==> config.mk <==
export PLATFORM = sky130hd
export DESIGN_NAME = cpu_mem_responder
export DESIGN_NICKNAME = d
export VERILOG_FILES = /design/src/rtl/cpu_pkg.sv /design/src/rtl/mem_rr_arb.sv /design/src/rtl/cpu_mem_responder.sv
export SDC_FILE = /design/constraint.sdc
export NUM_CORES = 2
export LEC_CHECK = 0
export CORE_ASPECT_RATIO = 1.5
export CORE_MARGIN = 3
export CORE_UTILIZATION = 40
export CTS_CLUSTER_DIAMETER = 150
export CTS_CLUSTER_SIZE = 25
export DETAILED_ROUTE_END_ITERATION = 10
export PLACE_DENSITY = 0.52
export SLEW_MARGIN = 15
export SYNTH_ARGS = -nofsm -noshare
export SYNTH_HDL_FRONTEND = slang
export SYNTH_SLANG_ARGS = --single-unit
==> constraint.sdc <==
create_clock -name clk -period 5.9 [get_ports clk]
set_input_delay 0.885 -clock clk [delete_from_list [all_inputs] [get_ports clk]]
set_output_delay 0.885 -clock clk [all_outputs]
set_load 0.02 [all_outputs]
==> src/rtl/cpu_pkg.sv <==
// rtl/cpu_pkg.sv - shared widths and types for the CPU memory responder
package cpu_pkg;
  localparam int ADDR_W = 8;
  localparam int DATA_W = 8;

  typedef enum logic [1:0] {IDLE, WAIT, ACK} mem_state_t;
  typedef enum logic {CH_IF, CH_D} chan_t;
endpackage

==> src/rtl/mem_rr_arb.sv <==
// rtl/mem_rr_arb.sv - two-way round-robin arbiter between fetch and data channels
module mem_rr_arb
  import cpu_pkg::*;
(
  input  logic       clk,
  input  logic       rst,
  input  logic [1:0] req,
  input  logic       accept,
  output chan_t      grant
);
  chan_t last_grant;

  // req[0] is fetch, req[1] is data; on a tie the channel not granted last wins
  always_comb begin
    grant = CH_IF;
    if (req == 2'b10) begin
      grant = CH_D;
    end else if (req == 2'b11) begin
      grant = (last_grant == CH_IF) ? CH_D : CH_IF;
    end
  end

  always_ff @(posedge clk) begin
    if (rst) begin
      last_grant <= CH_IF;
    end else if (accept) begin
      last_grant <= grant;
    end
  end
endmodule

==> src/rtl/cpu_mem_responder.sv <==
// rtl/cpu_mem_responder.sv - shared storage serving fetch and load/store channels
module cpu_mem_responder #(
  parameter int ADDR_W      = cpu_pkg::ADDR_W,
  parameter int DATA_W      = cpu_pkg::DATA_W,
  parameter int DEPTH       = 256,
  parameter int WAIT_CYCLES = 1
) (
  input  logic              clk,
  input  logic              rst,
  input  logic              if_req,
  input  logic [ADDR_W-1:0] if_addr,
  output logic              if_ack,
  output logic [DATA_W-1:0] if_rdata,
  input  logic              d_req,
  input  logic              d_we,
  input  logic [ADDR_W-1:0] d_addr,
  input  logic [DATA_W-1:0] d_wdata,
  output logic              d_ack,
  output logic [DATA_W-1:0] d_rdata,
  output logic              busy
);
  import cpu_pkg::*;

  localparam int              IDX_W   = $clog2(DEPTH);
  localparam logic [ADDR_W:0] DEPTH_L = (ADDR_W + 1)'(DEPTH);
  localparam logic [3:0]      WAIT_L  = 4'(WAIT_CYCLES);

  mem_state_t        state, next_state;
  logic [3:0]        cnt;
  logic              accept;
  chan_t             gnt, lat_ch, rd_ch;
  logic              lat_we, rd_we;
  logic [ADDR_W-1:0] lat_addr, rd_addr;
  logic [DATA_W-1:0] lat_wdata, rd_word;
  logic [DATA_W-1:0] mem [DEPTH];

  mem_rr_arb u_arb (
    .clk    (clk),
    .rst    (rst),
    .req    ({d_req, if_req}),
    .accept (accept),
    .grant  (gnt)
  );

  always_ff @(posedge clk) begin
    if (rst) state <= IDLE;
    else     state <= next_state;
  end

  // Acks are masked by rst so a transaction cut short by reset never reports completion
  always_comb begin
    next_state = state;
    accept     = 1'b0;
    if_ack     = 1'b0;
    d_ack      = 1'b0;
    busy       = (state != IDLE);
    case (state)
      IDLE: begin
        if (if_req || d_req) begin
          accept     = 1'b1;
          next_state = (WAIT_CYCLES == 0) ? ACK : WAIT;
        end
      end
      WAIT: begin
        if (cnt == 4'd1) next_state = ACK;
      end
      ACK: begin
        next_state = IDLE;
        if_ack     = (lat_ch == CH_IF) && !rst;
        d_ack      = (lat_ch == CH_D) && !rst;
      end
      default: next_state = IDLE;
    endcase
  end

  // With zero wait states the read happens on the accept edge, before the request is latched
  always_comb begin
    rd_ch   = (state == IDLE) ? gnt : lat_ch;
    rd_we   = (state == IDLE) ? (gnt == CH_D) && d_we : lat_we;
    rd_addr = (state == IDLE) ? ((gnt == CH_D) ? d_addr : if_addr) : lat_addr;
    rd_word = ({1'b0, rd_addr} < DEPTH_L) ? mem[rd_addr[IDX_W-1:0]] : '0;
  end

  always_ff @(posedge clk) begin
    if (rst) begin
      cnt       <= '0;
      lat_ch    <= CH_IF;
      lat_we    <= 1'b0;
      lat_addr  <= '0;
      lat_wdata <= '0;
      if_rdata  <= '0;
      d_rdata   <= '0;
    end else begin
      if (accept) begin
        cnt       <= WAIT_L;
        lat_ch    <= gnt;
        lat_we    <= (gnt == CH_D) && d_we;
        lat_addr  <= (gnt == CH_D) ? d_addr : if_addr;
        lat_wdata <= d_wdata;
      end else if (state == WAIT) begin
        cnt <= cnt - 4'd1;
      end
      if (next_state == ACK && state != ACK) begin
        if (rd_ch == CH_IF)  if_rdata <= rd_word;
        else if (!rd_we)     d_rdata  <= rd_word;
      end
    end
  end

  // Storage is deliberately outside reset; a store only lands at the end of a clean ACK cycle
  always_ff @(posedge clk) begin
    if (!rst && state == ACK && lat_ch == CH_D && lat_we && ({1'b0, lat_addr} < DEPTH_L)) begin
      mem[lat_addr[IDX_W-1:0]] <= lat_wdata;
    end
  end
endmodule

Figure 1. Metal 2.
Cells faint in the background.
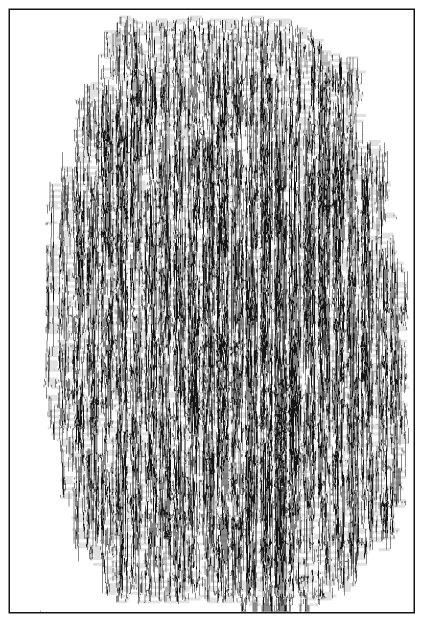
The layer carries 141 mm of wire. The longest straight run is 155 µm. The layer holds 50% of the routed length. 4732 nets have wire on it.

Figure 2. Track usage over the die.
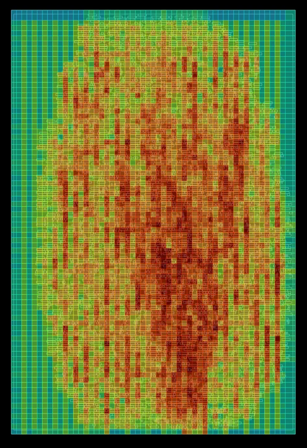
fraction of met1 tracks used by global routing: 0.310
final routed wire length divided by cell count: 32.7 µm
fin util: 0.441

==> metrics.log <==
[flow] final metrics
[metrics] status: finished clean
[metrics] number of synthesized flops with an enable pin: between 2000 and 2500
[metrics] length of routed wiring on met1: 104000 µm
[metrics] number of cells on the critical path: 14
[metrics] area growth from synthesis to final layout: 9.31%
[metrics] net count after synthesis: between 5000 and 6000
[metrics] CTS clk-pin slew, worst paths: approximately 0.1 ns
[metrics] number of buffers inserted during clock tree synthesis: between 90 and 100
[metrics] GPL Wtd Cong: between 0.9 and 1
[metrics] unrepaired setup endpoints after global routing: no
[metrics] final-layout clock-cell area share: 0.0279
[metrics] nature of the critical path startpoint: flop
[metrics] flops & latches, synth: 2088
[metrics] Power, Total: 0.0313 W
[metrics] vias in the first global route: ~50000
[metrics] average cell area after synthesis: approximately 14 µm²
[metrics] ranking of synthesized cells by instance count: 2048 x sky130_fd_sc_hd__edfxtp_1, 1061 x sky130_fd_sc_hd__nand2_1, 426 x sky130_fd_sc_hd__mux2i_1
[metrics] number of logic gates: 3306
[metrics] Via-to-Cell Ratio: between 5 and 6
[metrics] type of element capturing the critical path: flop
[metrics] floorplan die area: about 210000 µm²
[metrics] pin count of the biggest net entering global routing: ~170
[metrics] total of plain and repair buffers excluding clock buffers: around 370
[metrics] multiplexer share of the synthesized area: 0.0519
[metrics] worst-case register-to-register setup slack: about 0.32 ns
[metrics] area of the multi-input gates: between 15000 and 20000 µm²
[metrics] end point of the critical path: d_rdata[3]
[metrics] most frequent logic cell in the layout: sky130_fd_sc_hd__edfxtp_1
[metrics] count of buffering cells on the critical path with inverters included: 4
[metrics] Max Transition Viols Final: 0
[metrics] buffering overhead: 0.0392
[metrics] Ys Warns: 0
[metrics] number of inserted filler cells in the final layout: approximately 19000
[metrics] Dominant combinational family: AND-OR/OR-AND gates
[metrics] synthesized-area fraction occupied by adder cells: 0.000300
[metrics] number of failing hold endpoints at the final stage: 0
[metrics] proportion of netlist area held by the largest area contributor: 0.736
[metrics] met3 Use GR: 0.0344
[metrics] # clk buffers: 124
[metrics] area of the placeable core: approximately 210000 µm²
[metrics] I/O Buffers: around 47
[metrics] total of max-cap violations: 0
[metrics] post-CTS setup-driven buffer insertion count: 0
[metrics] simple logic cell fraction of the synthesized area: 0.0875
[metrics] count of sequential standard cells: between 2000 and 2500
[metrics] combined flip-flop and latch cell area: ~62000 µm²
[metrics] layout inverter count without the clock tree: 8
[metrics] pwr/cell area: 343 nW/µm²
[metrics] antenna violations before repair: 14
[metrics] yosys synthesis chip area: about 84000 µm²
[metrics] DRT Pass-1 Iters: 5
[metrics] share of cell area taken by flip-flops and latches: 0.683
[metrics] share of async-settable or async-resettable flops after synthesis: 0
[metrics] quantity of hold-fixing buffers added after cts: 0
[metrics] fraction of final layout cells sized beyond drive strength 1: 0.0876
[metrics] biggest area cells: sky130_fd_sc_hd__edfxtp_1 74%, sky130_fd_sc_hd__mux2i_1 5.1%, sky130_fd_sc_hd__nand2_1 4.8%, sky130_fd_sc_hd__a21oi_1 2.3%, sky130_fd_sc_hd__nor2_1 1.5%
[metrics] met2 WL post-DR: 141000 µm
[metrics] worst slew margin relative to its limit: 0.0373
[metrics] vias after detailed routing: 51200
[metrics] area-dominant cell class after layout: sequential cells
[metrics] Top cells excl fill/tap: 2048 x sky130_fd_sc_hd__edfxtp_1, 1049 x sky130_fd_sc_hd__nand2_1, 426 x sky130_fd_sc_hd__mux2i_1
[metrics] post-synth cell types: ~90
[metrics] final routed DRC violation total: 0
[metrics] CP cell instances: nor2_2, buf_4, o221a_2, nor2_4, buf_12, buf_12, a21oi_1, a221oi_1, nand2b_1, a221oi_1, o211ai_1, buf_4, o22a_1, a211oi_1
[metrics] remaining global-route overflow: 0
[metrics] first-pass GRT wire length: ~390000 µm
[metrics] die y size: about 570 µm
[metrics] biggest fanout along the worst timing path: around 54
[metrics] register area share after synthesis: 0.746
[metrics] overall track demand over capacity in global routing: 0.259
[metrics] CTS H-Tree Depth: 3
[metrics] Comb/total area: 0.213
[metrics] reg-to-reg startpoint: state[1]
[metrics] Setup CP Type: flop to flop
[metrics] area fraction in xor and xnor cells: 0.000315
[metrics] capture point of the worst reg-to-reg path: d_rdata[3]
[metrics] WL final: between 200000 and 300000 µm
[metrics] Required @ worst endpoint: approximately 6.6 ns
[metrics] count of placed standard cells in the final layout, fillers left out: 8588
[metrics] most heavily used metal layer in global routing: met2
[metrics] horizontal extent of the die: about 380 µm
[metrics] highest metal used: met5
[metrics] number of DRC markers in iteration 0: 5500
[metrics] DP Cell Count: ~8400
[metrics] ANT nets after route: 0
[metrics] GR Util met2: 0.447
[metrics] Post-Route Skew: just over 0.03 ns
[metrics] yosys stat cell total: approximately 5800
[metrics] Fin Hold WS: about 0.53 ns
[metrics] clock tree root driver cell: sky130_fd_sc_hd__clkbuf_16
[metrics] Finish-stage setup viols: 0
[metrics] Data arrival, critical path: roughly 6.3 ns
[metrics] Gates resized, CTS repair: 0
[metrics] CP max stage delay: around 0.92 ns
[metrics] IR Drop Worst-Case VDD: around 0.23 mV
[metrics] Period minus WS final: roughly 5.6 ns
[metrics] slowest library cell on the worst path: sky130_fd_sc_hd__nor2_4
[metrics] Initial Util: 0.404
[metrics] cell with the most instances after synthesis: sky130_fd_sc_hd__edfxtp_1
[metrics] final critical-path share of the clock period: 0.946
[metrics] kind of cell with the highest combined delay on the critical path: AND-OR/OR-AND gates
[metrics] and-or/or-and share of the synthesized area: 0.0895
Figure 3. Signal wires on met3.
Scale bar: 100 µm.
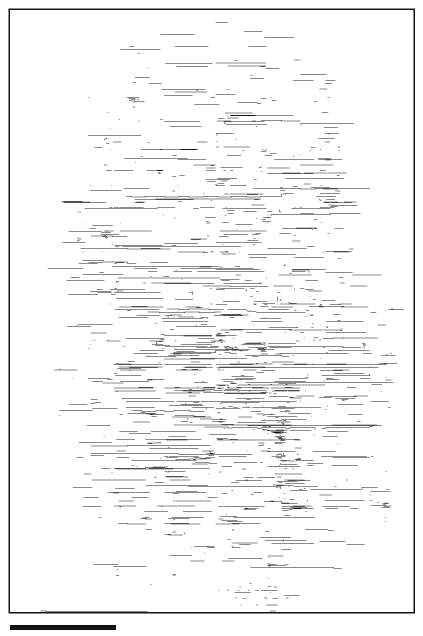
505 nets have wire on it. The longest straight run is 152 µm. The wires run mostly horizontal. The layer holds 5.8% of the routed length. The layer carries 16100 µm of wire.

Figure 4. Register map, names as in the netlist.
Other sequential cells in the stronger grey, the rest of the logic in the fainter grey.
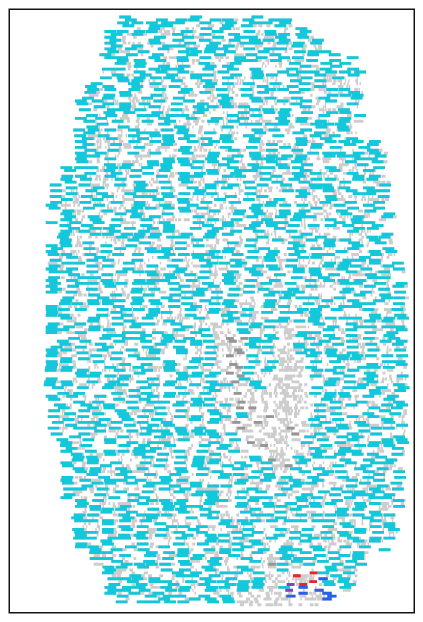
Key: lat_wdata = blue [placed flops 8, where lower right]; state = purple [placed flops 2]; mem = cyan [placed flops 2048, where all over the die]; cnt = red [placed flops 4, where lower right]

[where the power goes]
group / internal, W / switching (W)
Clock: 0.00298 / 0.00457
Sequential: 0.0165 / 0.000133
Combinational: 0.00213 / 0.00506
Total: 0.0216 / 0.00976
[stage by stage]
| stage | TNS [ns] | setup WS [ns] | instance area (µm²) |
|---|---|---|---|
| 3_5_place_dp | -0.709 | -0.313 | 88700 |
| 3_3_place_gp | -0.834 | -0.366 | 88700 |
| 2_1_floorplan | 0 | 1.65 | 83500 |
| 6_report | 0 | 0.318 | 91300 |
| 4_1_cts | 0 | 0.414 | 91300 |
| 5_1_grt | 0 | 0.229 | 91300 |
Power figures rest on the tool's default switching activity, not on a simulated workload.
